--- config.mk ---
export PLATFORM = sky130hd
export DESIGN_NAME = shift_arbiter
export DESIGN_NICKNAME = d
export VERILOG_FILES = /design/src/rtl/shift_arbiter.sv
export SDC_FILE = /design/constraint.sdc
export NUM_CORES = 1
export LEC_CHECK = 0
export ABC_AREA = 1
export CAP_MARGIN = 15
export CORE_ASPECT_RATIO = 0.5
export CORE_MARGIN = 2
export CORE_UTILIZATION = 52
export DETAILED_ROUTE_END_ITERATION = 12
export GPL_TIMING_DRIVEN = 1
export PLACE_DENSITY = 0.88
export SLEW_MARGIN = 20
export SYNTH_ARGS = -nofsm -noshare
export SYNTH_HDL_FRONTEND = slang
export SYNTH_SLANG_ARGS = --single-unit
--- constraint.sdc ---
create_clock -name clk -period 4.4 [get_ports clk]
set_clock_uncertainty 0.1 [all_clocks]
set_input_delay 0.88 -clock clk [delete_from_list [all_inputs] [get_ports clk]]
set_output_delay 0.88 -clock clk [all_outputs]
set_load 0.02 [all_outputs]
--- src/rtl/shift_arbiter.sv ---
// Two-port round-robin arbiter feeding a shared 32-bit barrel right shifter (SHIFT_ARB_ROTATE_EN enables rotate mode).
// Latency: grant in cycle N, registered rsp strobe and res_y in cycle N+1; one shift per cycle.
// Backpressure: stall suppresses all grants; responses have no backpressure and must be taken in the strobe cycle.
module shift_arbiter (
    input  logic        clk,
    input  logic        rst,
    input  logic        stall,
    input  logic        req_a,
    input  logic [31:0] x_a,
    input  logic [4:0]  sc_a,
    input  logic        md_a,
    input  logic        req_b,
    input  logic [31:0] x_b,
    input  logic [4:0]  sc_b,
    input  logic        md_b,
    output logic        gnt_a,
    output logic        gnt_b,
    output logic        rsp_a,
    output logic        rsp_b,
    output logic [31:0] res_y
);

    // pri: 0 favours port A, 1 favours port B
    logic        pri;
    logic        any_gnt;
    logic [31:0] sel_x;
    logic [4:0]  sel_sc;
    logic [31:0] shift_y;

    // Arithmetic shift right: vacated upper bits take the sign bit
    function automatic logic [31:0] asr32(input logic [31:0] x, input logic [4:0] sc);
        return $unsigned($signed(x) >>> sc);
    endfunction

`ifdef SHIFT_ARB_ROTATE_EN
    logic sel_md;

    // Rotate right: shifting a doubled word keeps sc=0 well defined
    function automatic logic [31:0] ror32(input logic [31:0] x, input logic [4:0] sc);
        logic [63:0] dbl;
        dbl = {x, x} >> sc;
        return dbl[31:0];
    endfunction
`else
    // Mode inputs have no effect when the rotate path is not built
    logic unused_md;
    assign unused_md = md_a ^ md_b;
`endif

    // Grant selection: stall or reset blocks everything, otherwise the favoured port wins contention
    always_comb begin
        gnt_a = 1'b0;
        gnt_b = 1'b0;
        if (rst && !stall) begin
            if (req_a && req_b) begin
                gnt_a = ~pri;
                gnt_b = pri;
            end else begin
                gnt_a = req_a;
                gnt_b = req_b;
            end
        end
    end

    assign any_gnt = gnt_a | gnt_b;

    // Steer the winning port's operands into the shared shifter
    always_comb begin
        sel_x  = gnt_b ? x_b  : x_a;
        sel_sc = gnt_b ? sc_b : sc_a;
    end

`ifdef SHIFT_ARB_ROTATE_EN
    assign sel_md  = gnt_b ? md_b : md_a;
    assign shift_y = sel_md ? ror32(sel_x, sel_sc) : asr32(sel_x, sel_sc);
`else
    assign shift_y = asr32(sel_x, sel_sc);
`endif

    // Round-robin pointer moves to the loser after every grant, holds otherwise
    always_ff @(posedge clk or negedge rst) begin
        if (!rst) begin
            pri <= 1'b0;
        end else if (any_gnt) begin
            pri <= gnt_a;
        end
    end

    // Response strobes follow the grant by one cycle; res_y only loads on a grant
    always_ff @(posedge clk or negedge rst) begin
        if (!rst) begin
            rsp_a <= 1'b0;
            rsp_b <= 1'b0;
            res_y <= 32'd0;
        end else begin
            rsp_a <= gnt_a;
            rsp_b <= gnt_b;
            if (any_gnt) begin
                res_y <= shift_y;
            end
        end
    end

endmodule

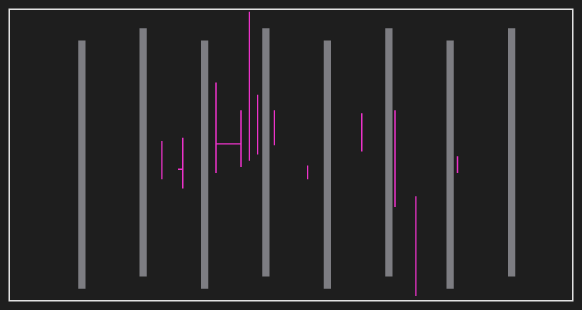
(run_1/met4.png)
Supply wires on this layer in grey.
- wire length on this layer: 168 µm
- longest straight run: 32.6 µm
- share of all routed wire: 1.3%
- nets with wire on the layer: 10

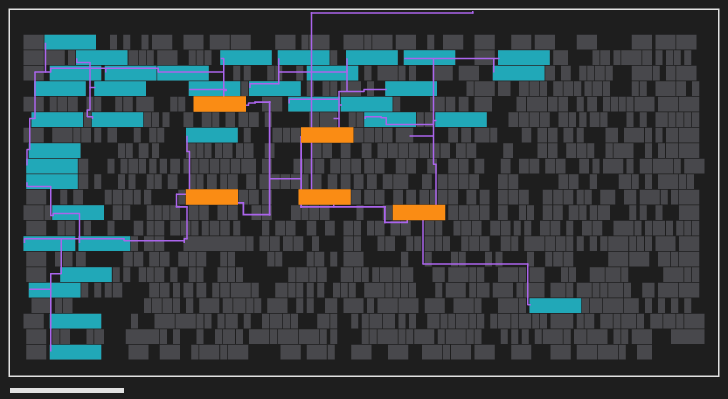
(run_1/clock_map.png)
The bar under the picture is 20 µm long.
- purple: clock wires (length 512 µm)
- orange: cells driving clock nets (count 5)
- cyan: flip-flops (count 35)
- routed clock nets: 6

==> out/metrics.cfg, run 1 <==
[critical_path]
rr_endpoint=res_y[7]
cp-end-kind=output port
r2r_setup_slack_ps=1630
reg2reg_depth=13
critical_path_class=in2out
worstPathArrival_ps=2750
cp-start-kind=input port
r2r-start=pri
required_ps=3420
critPathMaxFanout=4

[clocking]
numCtsBuffers=5
clock_path_buffers=2
cts_max_level=2
path_clk_slew_ps=50
cts_tree=done
clock_latency_ps=290
cts_resized=0
cts.hold.buffers_added=0
postCtsSetupBuffers=0
numClockSinks=35
cts_root_buffer=clkbuf_16

[detailed_routing]
drc=0
num_vias=4890
vias_per_cell=5.73
drt_first_pass_iters=7
drt_wl_total_mm=12.7
postRouteAntennaNets=0
wire_per_inst_um=14.9
drtIter0Drc=528

[cells_and_area]
flop-count=35
antenna_cells=0
n_all_buffers=128
lay_top_cells=nand2_1 (229), nand3_1 (209), clkdlybuf4s50_1 (114)
buffer_area_frac=0.246
sh_seq_area=0.173
lay_top_count=nand2_1
final_nets=842
num-multi-input-gates=519
combGateArea_mm2=0.00238
fin_area_mm2=0.00506
largestClassByArea=logic gates
stdcell_count=854
clk_share=0.0341
comb_area_frac=0.470
seqCellArea_um2=876
fillers=613
syn_to_final_growth_pct=34.6
num-clock-buffers=5
nonClockInverterCount=72
fin_util=0.740
drive_gt1_frac=0.0459

[synth]
async_flop_share=1.00
top_area_cell=nand3_1
synth_seq_share=0.233
fa_ha_area_frac=0
netlist.area_leader.share=0.278
syn_area_mm2=0.00376
ys.flops=35
ff_type=dfrtp_1
yosysWarnings=0
compound_area_frac=0.0433
edf_count=0
synthTopCellsByArea=nand3_1 (28%), dfrtp_1 (23%), nand2_1 (23%)
synthCells=674
avgSynthCellArea_um2=5.57
ys_sh_mux=0
synth-simple-area-share=0.590
logic_family=simple AND/OR/NAND/NOR gates
yosys_cells=674
ys_types=22
ys_area_mm2=0.00376
xor_share=0
fp_nets=755

[run]
cap_violations=0
log.warning_count=28

[worst_hold_path]
min-delay-start=res_y[5]
holdPathEnd=res_y[5]
hold_depth=2

[placed_design]
io_buffers=114
place_congestion=0.962
dpl.hpwl_mm=9.55
place_area_mm2=0.00489
dp_slack_ps=496
dp_cells=846

[global_routing]
grt_usage=0.317
grt_max_degree=36
grt-ovfl-total=0
antenna_found_initial=0
grt_pass1_vias=4408

[floorplan]
fp_util=0.550
die_area_mm2=0.00796
fp.dieW_um=124
pin_count=117
die-height_um=64.1
std_cell_rows=21
coreArea_mm2=0.00683
taps=92

[power_and_ir_drop]
p_per_area_mw_per_mm2=342
max-vdd-ir-drop_v=0.000290
power_w=0.00173
leakage_nw=2.63

[timing]
post-route-min-period_ps=3730
hold_viol=0
setup_tns_ps=0
setup_ws_ps=673
setup_viol=0
max_freq_ghz=0.268
report.final.slew_viol_count=0
slew_headroom=0.344
worst_hold_slack_ps=379
rsz0062_at_grt=false
fin_crit_sh=0.847
tightestPinTransition_ps=982

[outcome]
outcome=finished, final reports clean

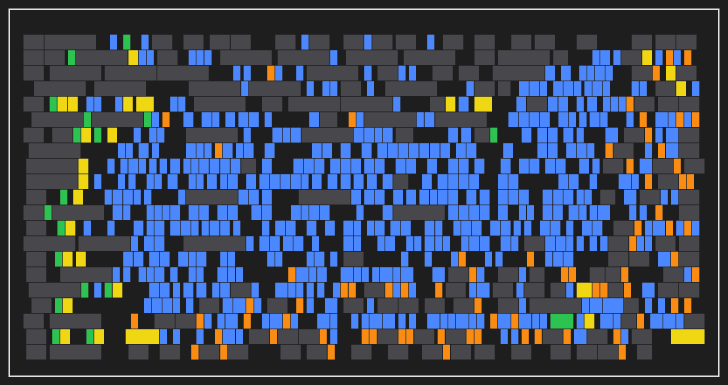
(run_1/gate_families.png)
- orange: inverters (cells 72)
- yellow: inverting AOI/OAI gates (cells 26; where spread over the die)
- blue: NAND gates (cells 474)
- green: NOR gates (cells 18)

run 1: cell usage after synthesis (2+ instances only):
| master | number |
|---|---|
| nand2_1 | 229 |
| nand3_1 | 209 |
| inv_1 | 68 |
| dfrtp_1 | 35 |
| nand4_1 | 33 |
| buf_2 | 24 |
| clkbuf_1 | 19 |
| a21oi_1 | 17 |
| nor2_1 | 17 |
| inv_2 | 4 |
| o21ai_0 | 4 |
| buf_4 | 2 |
| buf_6 | 2 |
| nand2_2 | 2 |
| o21ai_4 | 2 |
run 1: power by group:
part / total (W) / internal [W] / leakage [nW] / switching (W)
clock: 0.000418 / 0.000270 / 0.0844 / 0.000148
combinational: 0.000855 / 0.000358 / 2.13 / 0.000496
sequential: 0.000459 / 0.000410 / 0.413 / 0.0000489
run 1: flip-flops by register name (all words and copies together) (netlist names):
signal  flops
pri         1
res_y      32
rsp_a       1
rsp_b       1
run 1: metal layers:
metal / share of wire / GRT usage / wire length, µm / up-vias
met4: 0.013 / 0.0379 / 167 / 0
li1: - / - / - / 2390
met3: 0.10 / 0.0653 / 1330 / 25
met5: 0 / 0 / 0 / -
met1: 0.45 / 0.445 / 5750 / 2194
met2: 0.43 / 0.525 / 5490 / 281
run 1: how the worst max path moves through the flow:
| stage | startpoint | cells after the start | to | slack, ps |
|---|---|---|---|---|
| 5_1_grt | rst | 16 | res_y[6] | 490 |
| 2_1_floorplan | rst | 8 | res_y[15] | 1810 |
| 6_report | rst | 6 | gnt_a | 670 |
| 3_5_place_dp | rst | 16 | res_y[9] | 500 |
| 3_3_place_gp | rst | 16 | res_y[9] | 550 |
| 4_1_cts | rst | 6 | gnt_a | 720 |
run 1: worst max-delay path: stages:
cell             delay (ps)
clkdlybuf4s50_1         530
inv_1                    90
nor2_4                  110
nand2_1                  50
a21oi_1                 390
clkdlybuf4s50_1         700
--- run 2 (diff from run 1) ---
- CORE_UTILIZATION: 52 -> 43
- PLACE_DENSITY: 0.88 -> 0.78
- clock period: 4.4 -> 3.1 ns (I/O delays scaled with it)
==> run 2 against run 1 <==
First-iteration DRC count is 20% lower. Non-clock buffer count is 19 higher. Sequential power is 42% higher. Highest routed layer unchanged.
==> out/metrics.cfg, run 2 <==
[outcome]
outcome=finished, final reports clean

[run]
cap_violations=0  ; unchanged
log.warning_count=28  ; unchanged

[detailed_routing]
postRouteAntennaNets=0  ; unchanged
drc=0  ; unchanged
num_vias=4851  ; -0.80%
drt_wl_total_mm=12.7  ; -0.10%
drt_first_pass_iters=5  ; -2
drtIter0Drc=423  ; -20%
wire_per_inst_um=14.2  ; -4.9%
vias_per_cell=5.41  ; -5.6%

[timing]
rsz0062_at_grt=false
fin_crit_sh=0.963
max_freq_ghz=0.335
slew_headroom=0.703  ; +0.359
report.final.slew_viol_count=0  ; unchanged
setup_tns_ps=0  ; unchanged
hold_viol=0  ; unchanged
worst_hold_slack_ps=380  ; +0.753 ps
tightestPinTransition_ps=445  ; -537 ps
post-route-min-period_ps=2990
setup_viol=0  ; unchanged
setup_ws_ps=114  ; -559 ps

[synth]
yosys_cells=674  ; unchanged
ys_top_cells_by_count=nand2_1 (229), nand3_1 (209), inv_1 (68)
syn_area_mm2=0.00376  ; unchanged
yosysWarnings=0  ; unchanged
most_common_cell=nand2_1
ys_area_mm2=0.00376  ; unchanged
fp_nets=755  ; unchanged
top_area_cell=nand3_1
ys.flops=35  ; unchanged
ys_types=22  ; unchanged
async_flop_share=1.00  ; unchanged
synth_seq_share=0.233  ; unchanged
avgSynthCellArea_um2=5.57  ; unchanged
synthTopCellsByArea=nand3_1 (28%), dfrtp_1 (23%), nand2_1 (23%)
ff_type=dfrtp_1
edf_count=0  ; unchanged
netlist.area_leader.share=0.278  ; unchanged
synthCells=674  ; unchanged

[floorplan]
std_cell_rows=24  ; +14%
pin_count=117  ; unchanged
fp.dieW_um=136  ; +9.6%
die_area_mm2=0.00955  ; +20%
die-height_um=70.1  ; +9.4%
coreArea_mm2=0.00859  ; +26%
fp_util=0.438  ; -0.113

[placed_design]
place_congestion=0.940  ; -2.4%
place_area_mm2=0.00515  ; +5.4%
dpl.hpwl_mm=10.1  ; +5.9%
dp_slack_ps=8.11  ; -488 ps
io_buffers=114  ; unchanged
dp_cells=890  ; +5.2%

[cells_and_area]
lay_top_count=nand2_1
syn_to_final_growth_pct=41.1
largest_register_ffs=32  ; unchanged
fin_area_mm2=0.00530  ; +4.8%
fin_util=0.617  ; -0.123
lay_top_cells=nand2_1 (229), nand3_1 (209), clkdlybuf4s50_1 (114)
antenna_cells=0  ; unchanged
stdcell_count=897  ; +5.0%
final_nets=861  ; +2.3%
drive_gt1_frac=0.0679  ; +0.0220
largest_register=res_y

[global_routing]
grt_usage=0.272  ; -0.0451
grt_pass1_vias=4300  ; -2.5%
grt_pass1_wl_mm=20.9
antenna_found_initial=0  ; unchanged
grt_max_degree=36  ; unchanged
grt-ovfl-total=0  ; unchanged

[worst_hold_path]
hold_depth=2  ; unchanged
holdPathEnd=res_y[13]
hp-class=reg2reg
min-delay-start=res_y[13]

[critical_path]
path_cells=clkdlybuf4s50_1 -> inv_1 -> nor2_4 -> nand2_1 -> a21oi_1 -> clkdlybuf4s50_1
r2r_setup_slack_ps=760  ; -870 ps
critPathMaxStageDelay_ps=640  ; -60 ps
critical_path_class=in2out
cp_slowest_cell=clkdlybuf4s50_1
reg2reg_depth=15  ; +2
cp-start-kind=input port
critPathMaxFanout=3  ; -1
rr_endpoint=res_y[4]
required_ps=2380  ; -1040 ps
r2r-start=pri
cpMostUsedCell=clkdlybuf4s50_1
cp-end-kind=output port
worstPathArrival_ps=2270  ; -480 ps

[clocking]
numCtsBuffers=5  ; unchanged
path_clk_slew_ps=50  ; about the same
clock_path_buffers=2  ; unchanged
postCtsSetupBuffers=0  ; unchanged
cts_tree=done
cts_max_level=2  ; unchanged
cts.hold.buffers_added=0  ; unchanged
cts_root_buffer=clkbuf_16

[power_and_ir_drop]
max-vdd-ir-drop_v=0.000313  ; +7.6%
leakage_nw=2.74  ; +4.4%
p_per_area_mw_per_mm2=453  ; +32%
power_w=0.00240  ; +39%

run 2: cell counts after synthesis:
No cell type changed its count.
run 2: critical path: cells and delay by family:
family	cells	cell delay, ps
simple gates	2	240
compound gates	1	200
buf+inv	3	1200
run 2: worst max-delay path by stage:
stage | endpoint | cells past startpoint | slack (ps) | start
2_1_floorplan | res_y[15] | 8 | 770 | rst
3_3_place_gp | gnt_b | 6 | 50 | rst
3_5_place_dp | res_y[8] | 14 | 8 | rst
4_1_cts | gnt_b | 6 | 30 | rst
5_1_grt | gnt_a | 6 | 50 | rst
6_report | gnt_a | 6 | 110 | rst
run 2: cells by family (layout without fill, tap and decap cells):
family | count (synthesis) | in the layout | synth area share
buf+inv | 120 | 226 | 0.134
compound gates | 26 | 26 | 0.0433
flops | 35 | 35 | 0.233
simple gates | 493 | 493 | 0.590
run 2: layout make-up:
| cell class | count | area, µm² |
|---|---|---|
| fillers | 823 | 3290 |
| well taps | 117 | 146 |
| inverters | 72 | 270 |
| clock buffers | 6 | 139 |
| clock inverters | 1 | 5.00 |
| flip-flops and latches | 35 | 876 |
| multi-input cells | 519 | 2390 |
| repair buffers | 147 | 1480 |
run 2: power breakdown:
| part | total [W] | switching (W) | internal (W) |
|---|---|---|---|
| logic | 0.00126 | 0.000706 | 0.000549 |
| registers | 0.000653 | 0.0000706 | 0.000582 |
| clock network | 0.000492 | 0.000179 | 0.000313 |
run 2: metal layers:
metal	up-vias	GRT usage	routed length [µm]
met5	-	0	0
li1	2430	-	-
met2	225	0.412	5500
met4	0	0.0532	148
met3	12	0.0334	1040
met1	2184	0.415	6020
run 2: timing repair:
action | in CTS | in global routing
hold endpoints to repair | 0 | 0
resized | 0 | 2
setup endpoints to repair | 0 | 1
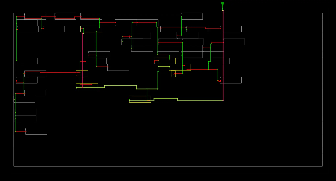
(run_2/final_clocks.png)
CTS Sinks: 35
clk ins delay skew pair: 270 ps
clock buf count: 6

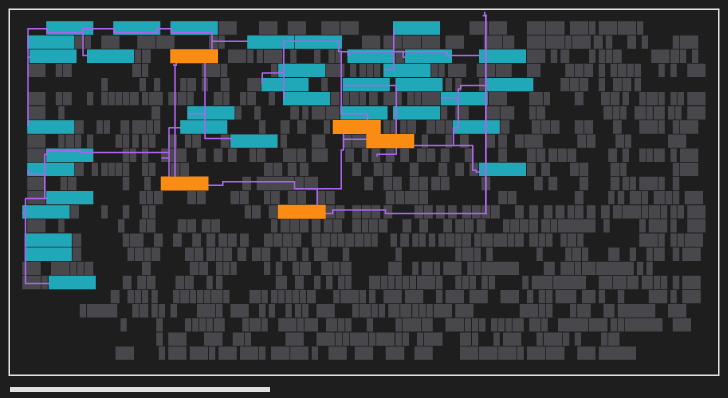
(run_2/clock_map.png)
The bar under the picture is 50 µm long.
- purple: clock wires (length 507 µm)
- cyan: flip-flops (count 35)
- orange: cells driving clock nets (count 5)
- routed clock nets: 6

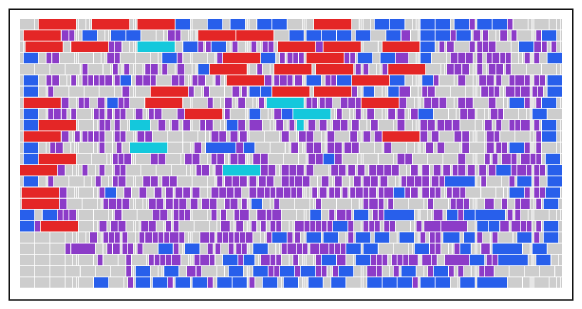
(run_2/cell_classes.png)
Fill, decap, tap and diode cells in grey.
- blue: other buffers and delay cells (cells 147)
- cyan: clock drivers and dummy loads (cells 7)
- purple: all other logic (cells 591)
- red: flip-flops (cells 35)

--- run 3 (diff from run 2) ---
- CORE_ASPECT_RATIO: 0.5 -> 1.4
- CORE_UTILIZATION: 43 -> 44
- CTS_BUF_LIST: unset -> sky130_fd_sc_hd__clkbuf_8
- PLACE_DENSITY: 0.78 -> 0.79
==> run 3 against run 2 <==
Area after synthesis unchanged. Clock-buffer cell count down 1. Worst hold slack worse by 1.2 ps. Combinational power about the same. Sequential power down 1%. First-iteration DRC count down 21%. Global-route usage up 0.69 points. Cell count down 1.4%. Die size down 2.5%. Power down 3.4%. Largest cell class unchanged. Highest routed layer unchanged.
==> out/metrics.cfg, run 3 <==
[critical_path]
r2r_setup_slack_ps=810  ; +50 ps
rr_endpoint=res_y[0]
critical_path_class=in2out
r2r-start=pri
cp-end-kind=output port
cp-start-kind=input port
worstPathArrival_ps=2280  ; about the same
reg2reg_depth=13  ; -2
required_ps=2380  ; about the same

[detailed_routing]
drt_first_pass_iters=5  ; unchanged
drc=0  ; unchanged
num_vias=4792  ; -1.2%
postRouteAntennaNets=0  ; unchanged
drt_wl_total_mm=12.2  ; -3.8%
vias_per_cell=5.42  ; +0.24%
wire_per_inst_um=13.8  ; -2.4%
drtIter0Drc=335  ; -21%

[worst_hold_path]
hold_depth=2  ; unchanged
hp-class=reg2reg
min-delay-start=res_y[2]
holdPathEnd=res_y[2]

[power_and_ir_drop]
seqPwrFrac=0.278  ; +0.006
share_comb_of_total_power=0.540  ; +0.017
clk-power_w=0.000422  ; -14%
max-vdd-ir-drop_v=0.000430  ; +37%
p_sw_w=0.000943  ; -1.3%
p_per_area_mw_per_mm2=440  ; -2.9%
power_w=0.00232  ; -3.4%
leakage_nw=2.74  ; about the same
p_seq_w=0.000644  ; -1%
p_comb_w=0.00125  ; about the same
p_int_w=0.00138  ; -4.8%
switching_share=0.407  ; +0.00867

[cells_and_area]
antenna_cells=0  ; unchanged
lay_top_cells=nand2_1 (229), nand3_1 (209), clkdlybuf4s50_1 (114)
drive_gt1_frac=0.0703  ; +0.00238
combGateArea_mm2=0.00238  ; -0.31%
fillers=804  ; -2.3%
syn_to_final_growth_pct=40.4
largest_register=res_y
seqCellArea_um2=876  ; unchanged
final_nets=862  ; +0.12%
stdcell_count=884  ; -1.4%
fin_util=0.640  ; +0.0221
fin_area_mm2=0.00527  ; -0.54%
largest_register_ffs=32  ; unchanged
lay_top_count=nand2_1

[global_routing]
grt-ovfl-total=0  ; unchanged
antenna_found_initial=0  ; unchanged
grt_pass1_vias=4533  ; +5.4%
grt_pass1_wl_mm=20.7  ; -1.2%
grt_usage=0.279  ; +0.00687
grt_max_degree=36  ; unchanged

[placed_design]
place_area_mm2=0.00516  ; +0.27%
place_congestion=0.956  ; +1.7%
io_buffers=114  ; unchanged
dpl.hpwl_mm=9.96  ; -1.6%
dp_cells=876  ; -1.6%
dp_slack_ps=34.1  ; +26.0 ps

[synth]
edf_count=0  ; unchanged
most_common_cell=nand2_1
yosysWarnings=0  ; unchanged
ys_types=22  ; unchanged
yosys_cells=674  ; unchanged
synthCells=674  ; unchanged
ys.flops=35  ; unchanged
ys_area_mm2=0.00376  ; unchanged
fp_nets=755  ; unchanged
ff_type=dfrtp_1
async_flop_share=1.00  ; unchanged
ys_top_cells_by_count=nand2_1 (229), nand3_1 (209), inv_1 (68)
syn_area_mm2=0.00376  ; unchanged
synth_seq_share=0.233  ; unchanged
netlist.area_leader.share=0.278  ; unchanged
top_area_cell=nand3_1
avgSynthCellArea_um2=5.57  ; unchanged
synthTopCellsByArea=nand3_1 (28%), dfrtp_1 (23%), nand2_1 (23%)

[timing]
fin_crit_sh=0.967  ; +0.00334
rsz0062_at_grt=false
setup_viol=0  ; unchanged
post-route-min-period_ps=3000  ; +10.3 ps
setup_tns_ps=0  ; unchanged
tightestPinTransition_ps=456  ; +11.1 ps
max_freq_ghz=0.334  ; -0.35%
slew_headroom=0.696  ; -0.00742
worst_hold_slack_ps=379  ; -1.23 ps
setup_ws_ps=104  ; -10.3 ps
report.final.slew_viol_count=0  ; unchanged
hold_viol=0  ; unchanged

[clocking]
cts_root_buffer=clkbuf_8
cts_max_level=2  ; unchanged
cts.hold.buffers_added=0  ; unchanged
path_clk_slew_ps=70  ; +20 ps
postCtsSetupBuffers=0  ; unchanged
numClockSinks=35  ; unchanged
clock_path_buffers=2  ; unchanged
cts_resized=0  ; unchanged
cts_tree=done

[floorplan]
std_cell_rows=39  ; +63%
pin_count=117  ; unchanged
fp_util=0.456  ; +0.0181
die_area_mm2=0.00931  ; -2.5%
coreArea_mm2=0.00825  ; -4.0%
fp.dieW_um=82.1  ; -40%
die-height_um=113  ; +62%

[run]
log.warning_count=28  ; unchanged
cap_violations=0  ; unchanged

[outcome]
outcome=finished, final reports clean

[run 3: netlist changes by cell type in the layout (fill, tap and decap cells not counted), sizes merged]
| cell | change |
|---|---|
| clkinv | +1 |
| clkbuf | -1 |
| buf | +1 |
| bufinv | +1 |
[run 3: final cells by class]
| class | count | share of cell area |
|---|---|---|
| Sequential cell | 35 | 0.166 |
| Multi-Input combinational cell | 519 | 0.451 |
| Inverter | 72 | 0.0512 |
| Clock buffer | 5 | 0.0130 |
| Timing Repair Buffer | 148 | 0.286 |
| Tap cell | 102 | 0.0242 |
| Clock inverter | 3 | 0.00830 |
[run 3: critical path, stage by stage]
cell and delay [ps]:
clkdlybuf4s50_1 480, inv_1 90, nor2_4 130, nand3_2 210, inv_2 130, clkdlybuf4s50_1 610
[run 3: kinds of logic (layout without fill, tap and decap cells)]
family,Yosys count,count (layout),share of synthesized area
buffers and inverters,120,228,0.134
AOI/OAI and AO/OA,26,26,0.0433
DFF,35,35,0.233
and+or+nand+nor,493,493,0.590
[run 3: metal layers]
metal  vias to the layer above  track usage  share of wire  wire length, µm
li1                       2430            -              -                -
met1                      2186        0.363           0.43             5310
met2                       162        0.485           0.51             6260
met3                        14       0.0247          0.040              486
met4                         0       0.0756          0.015              178
met5                         -            0              0                0
[run 3: worst max path at each step]
stage	endpoint	cells after the start	from	slack (ps)
6_report	gnt_b	6	rst	100
5_1_grt	gnt_b	6	rst	40
2_1_floorplan	res_y[15]	8	rst	770
4_1_cts	gnt_b	6	rst	90
3_3_place_gp	res_y[18]	14	rst	30
3_5_place_dp	res_y[16]	15	rst	30
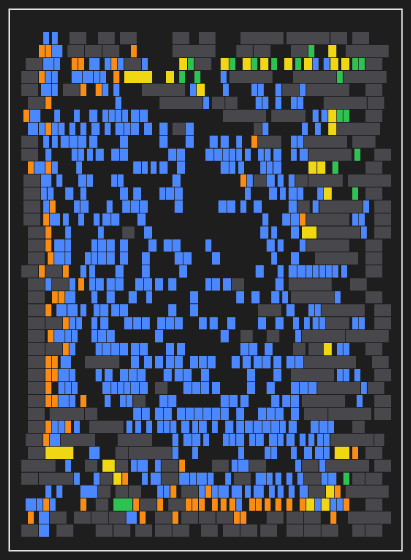
(run_3/gate_families.png)
- orange: inverters (cells 72)
- yellow: inverting AOI/OAI gates (cells 26)
- blue: NAND gates (cells 474; where spread over the die)
- green: NOR gates (cells 18)

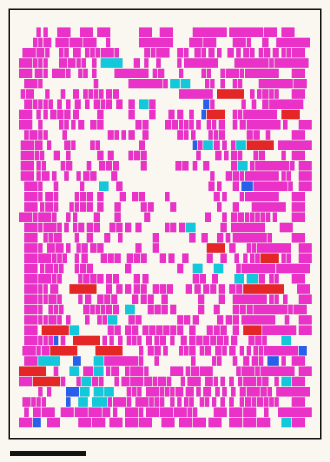
(run_3/drive_strength.png)
The bar under the picture is 20 µm long.
- cyan: drive 3 to 4 (cells 29; share 3.7%)
- red: drive 6 and up (cells 15; share 1.9%)
- blue: drive 2 (cells 11; share 1.4%)
- magenta: drive 1 or less (cells 727; share 93%)

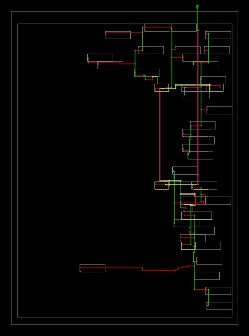
(run_3/final_clocks.png)
clk ins delay skew pair: 300 ps
CTS Buf Count: 5

Power figures rest on the tool's default switching activity, not on a simulated workload.
